===== config.mk =====
export PLATFORM = sky130hd
export DESIGN_NAME = multicore_mem_arbiter
export DESIGN_NICKNAME = d
export VERILOG_FILES = /design/src/rtl/multicore_mem_arbiter.sv
export SDC_FILE = /design/constraint.sdc
export NUM_CORES = 1
export LEC_CHECK = 0
export CELL_PAD_IN_SITES_DETAIL_PLACEMENT = 1
export CELL_PAD_IN_SITES_GLOBAL_PLACEMENT = 1
export CORE_AREA = 2 2 163 165
export CTS_CLUSTER_SIZE = 16
export DETAILED_ROUTE_END_ITERATION = 16
export DIE_AREA = 0 0 165 167
export GPL_TIMING_DRIVEN = 0
export PLACE_DENSITY_LB_ADDON = 0.1
export SETUP_SLACK_MARGIN = 0.3
export SLEW_MARGIN = 20
export SYNTH_ARGS = -nofsm -noshare
export SYNTH_HDL_FRONTEND = slang
export SYNTH_SLANG_ARGS = --single-unit

===== constraint.sdc =====
create_clock -name CLK -period 2 [get_ports CLK]
set_input_delay 0.4 -clock CLK [delete_from_list [all_inputs] [get_ports CLK]]
set_output_delay 0.4 -clock CLK [all_outputs]
set_load 0.005 [all_outputs]

===== src/rtl/multicore_mem_arbiter.sv =====
// Round-robin arbiter that hands one RAM port to CPUS cache channels. It supports
// capped locked bursts, per-channel error strobes and a sticky halt once all cores have flushed.
module multicore_mem_arbiter #(
  parameter int CPUS     = 4,
  parameter int ADDR_W   = 32,
  parameter int DATA_W   = 32,
  parameter int LOCK_MAX = 8
) (
  input  logic                     CLK,
  input  logic                     nRST,
  input  logic [CPUS-1:0]          req_ren,
  input  logic [CPUS-1:0]          req_wen,
  input  logic [CPUS*ADDR_W-1:0]   req_addr,
  input  logic [CPUS*DATA_W-1:0]   req_store,
  input  logic [CPUS-1:0]          req_lock,
  output logic [CPUS-1:0]          req_wait,
  output logic [CPUS-1:0]          req_err,
  output logic [DATA_W-1:0]        req_load,
  output logic                     ramREN,
  output logic                     ramWEN,
  output logic [ADDR_W-1:0]        ramaddr,
  output logic [DATA_W-1:0]        ramstore,
  input  logic [DATA_W-1:0]        ramload,
  input  logic [1:0]               ramstate,
  input  logic [CPUS-1:0]          flushed,
  output logic                     halt,
  output logic [$clog2(CPUS)-1:0]  grant_id,
  output logic                     busy
);
  localparam int IW = $clog2(CPUS);
  localparam int CW = $clog2(LOCK_MAX + 1);

  typedef enum logic {IDLE, GRANT} state_t;

  state_t        state;
  logic [IW-1:0] rr_ptr;
  logic [IW-1:0] next_id;
  logic [IW-1:0] rr_next;
  logic [CW-1:0] lock_cnt;
  logic [CPUS-1:0] req;
  logic found;
  logic cur_req;
  logic done;
  logic err;
  logic lock_more;

  // A write wins when both enables are set, so "requesting" is simply either enable.
  assign req       = req_ren | req_wen;
  assign cur_req   = (state == GRANT) && req[grant_id];
  assign done      = cur_req && (ramstate == 2'd2);
  assign err       = cur_req && (ramstate == 2'd3);
  assign lock_more = req_lock[grant_id] && ((int'(lock_cnt) + 1) < LOCK_MAX);
  assign rr_next   = (grant_id == IW'(CPUS - 1)) ? '0 : grant_id + IW'(1);
  assign busy      = (state == GRANT);

  always_comb begin
    next_id = rr_ptr;
    found   = 1'b0;
    for (int k = 0; k < CPUS; k++) begin
      if (!found && req[(int'(rr_ptr) + k) % CPUS]) begin
        next_id = IW'((int'(rr_ptr) + k) % CPUS);
        found   = 1'b1;
      end
    end
  end

  // RAM-side signals track the granted channel combinationally, so a dropped request or a reset
  // removes the enables in the same cycle.
  always_comb begin
    ramREN   = 1'b0;
    ramWEN   = 1'b0;
    ramaddr  = '0;
    ramstore = '0;
    req_load = '0;
    req_err  = '0;
    req_wait = req;
    if (state == GRANT) begin
      ramWEN   = req_wen[grant_id];
      ramREN   = req_ren[grant_id] & ~req_wen[grant_id];
      ramaddr  = req_addr[int'(grant_id)*ADDR_W +: ADDR_W];
      ramstore = req_store[int'(grant_id)*DATA_W +: DATA_W];
      req_load = ramload;
      if (done || err) req_wait[grant_id] = 1'b0;
      if (err) req_err[grant_id] = 1'b1;
    end
  end

  always_ff @(posedge CLK or negedge nRST) begin
    if (!nRST) begin
      state    <= IDLE;
      rr_ptr   <= '0;
      grant_id <= '0;
      lock_cnt <= '0;
      halt     <= 1'b0;
    end else begin
      if (state == IDLE && (&flushed)) halt <= 1'b1;
      case (state)
        IDLE: begin
          if (found) begin
            grant_id <= next_id;
            state    <= GRANT;
          end
        end
        GRANT: begin
          // A vanished request releases without rotating priority.
          if (!cur_req) begin
            state    <= IDLE;
            lock_cnt <= '0;
          end else if (done && lock_more) begin
            lock_cnt <= lock_cnt + CW'(1);
          end else if (done || err) begin
            lock_cnt <= '0;
            rr_ptr   <= rr_next;
            state    <= IDLE;
          end
        end
        default: state <= IDLE;
      endcase
    end
  end
endmodule

M2 wires:
The bar under the picture is 50 um long.
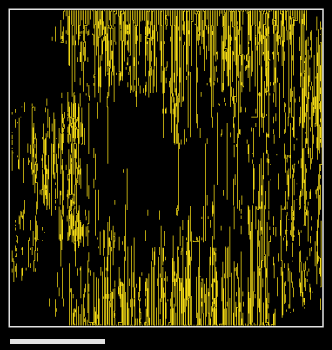
share of all routed wire	58%
longest straight run	89.6 um

Selected gate families:
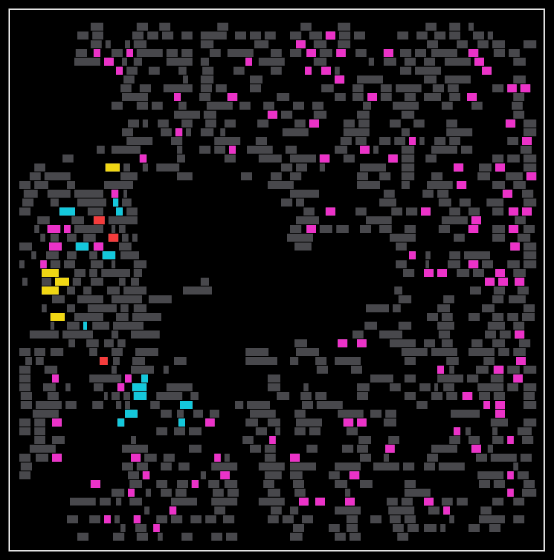
family	colour	cells
NOR gates	cyan	13
adder and majority cells	yellow	5
AND-OR and OR-AND gates	red	3
AND and OR gates	magenta	105

==> impl_metrics.env <==
# yosys + openroad results
export IMPL_yosys_stat_area_mm2=0.00297
export IMPL_layout_setup_ws_ns=-0.464
export IMPL_synth_area_per_cell_um2=11.0
export IMPL_grt_busiest_layer="met2"
export IMPL_p_total_mw=10.6
export IMPL_cts_buffer_depth=2
export IMPL_hold_ws_ns=0.495
export IMPL_cts_root_buf="clkbuf_16"
export IMPL_period_used=1.23
export IMPL_path_cells="clkbuf_16 > buf_16 > buf_12 > buf_12 > buf_12 > mux4_2 > and2_1 > buf_2"
export IMPL_chipArea_mm2=0.0276
export IMPL_maxSlewViolCount=0
export IMPL_maxCapViolCount=0
export IMPL_finalHoldViolations=0
export IMPL_edf_count=0
export IMPL_path_buffers=6
export IMPL_path_common_cell="buf_12"
export IMPL_clkSinkCount=10
export IMPL_worst_pin_slew_ns=0.501
export IMPL_outcome="finished with violations"
export IMPL_globalRouteMet2Util=0.337
export IMPL_tns_ns=-24.01
export IMPL_setup_viol=79
export IMPL_synth_area_mm2=0.00297
export IMPL_worst_endpoint_arrival_ns=2.06
export IMPL_cp_slowest_cell="dfrtp_2"
export IMPL_final_cell_mix="clkdlybuf4s50_1, buf_6, and2_4, mux4_2, and2_1"
export IMPL_cts_tree="done"
export IMPL_place_area_mm2=0.00763
export IMPL_endpoint="ramstore[4]"
export IMPL_flop_cell="dfrtp_1"
export IMPL_violations="negative setup slack"
export IMPL_critPathKind="flop to output port"
export IMPL_clk_pin_slew_worst_paths_ns=0.04
export IMPL_final_util=0.355
export IMPL_final_area_mm2=0.00915
export IMPL_period_minus_slack_ns=2.46
export IMPL_synthArstFlopShare=1.00
export IMPL_switching_share=0.331
export IMPL_synth_logic_top_family="multiplexers"
export IMPL_fin_nets=1093
export IMPL_gr_total_overflow=0
export IMPL_critPathLaunchType="flop"
export IMPL_crit_cells=8
## what timing repair did
item	in CTS	in global routing
buffers inserted	36	46
gates cloned	4	3
setup endpoints to repair	116	111
gates resized	445	229
hold buffers	0	0
pin swaps	10	13
## registers in the layout, summed over array words and instances, names as in the netlist
signal / flops
busy: 1
grant_id: 2
halt: 1
lock_cnt: 4
rr_ptr: 2
## Yosys cell counts, types with 2 or more instances
cell type,instances,area share
o21ai_0,2,0.0034
nor2_1,6,0.0076
o22ai_1,2,0.0042
mux2_1,2,0.0076
a31oi_1,2,0.0042
and3_1,4,0.0084
mux2i_1,2,0.0067
nand2b_1,3,0.0063
mux4_2,68,0.52
nor4_1,3,0.0063
ha_1,5,0.021
a21boi_0,2,0.0051
o2bb2ai_1,2,0.0059
clkbuf_1,13,0.016
dfrtp_1,10,0.084
inv_1,3,0.0038
o21bai_1,2,0.0051
nand2_1,3,0.0038
buf_2,11,0.019
a21oi_1,5,0.0084
and2_1,99,0.21
## power groups by stage
stage	Sequential, mW	Clock, mW	Combinational, mW
global route	0.415	0.410	10.5
finish	0.404	0.397	9.80
floorplan	0.366	0	3.31
global placement	0.408	0	6.78
CTS	0.403	0.403	7.97
detailed placement	0.408	0	6.83
## cell type report
type                            count  area (um2)
Fill cell                        2805       16600
Timing Repair Buffer              505        5110
Multi-Input combinational cell    230        2890
Tap cell                          335         419
Buffer                             26         360
Sequential cell                    10         254
Clock buffer                        4        88.8
Inverter                            4        17.5
Antenna cell                        3        7.51
## per-layer routing
| metal | up-vias | wire length, um |
|---|---|---|
| met5 | - | 0 |
| met3 | 12 | 1590 |
| met2 | 185 | 14200 |
| li1 | 2078 | - |
| met4 | 0 | 214 |
| met1 | 2273 | 8600 |
Power is estimated from default activity; no workload was simulated.
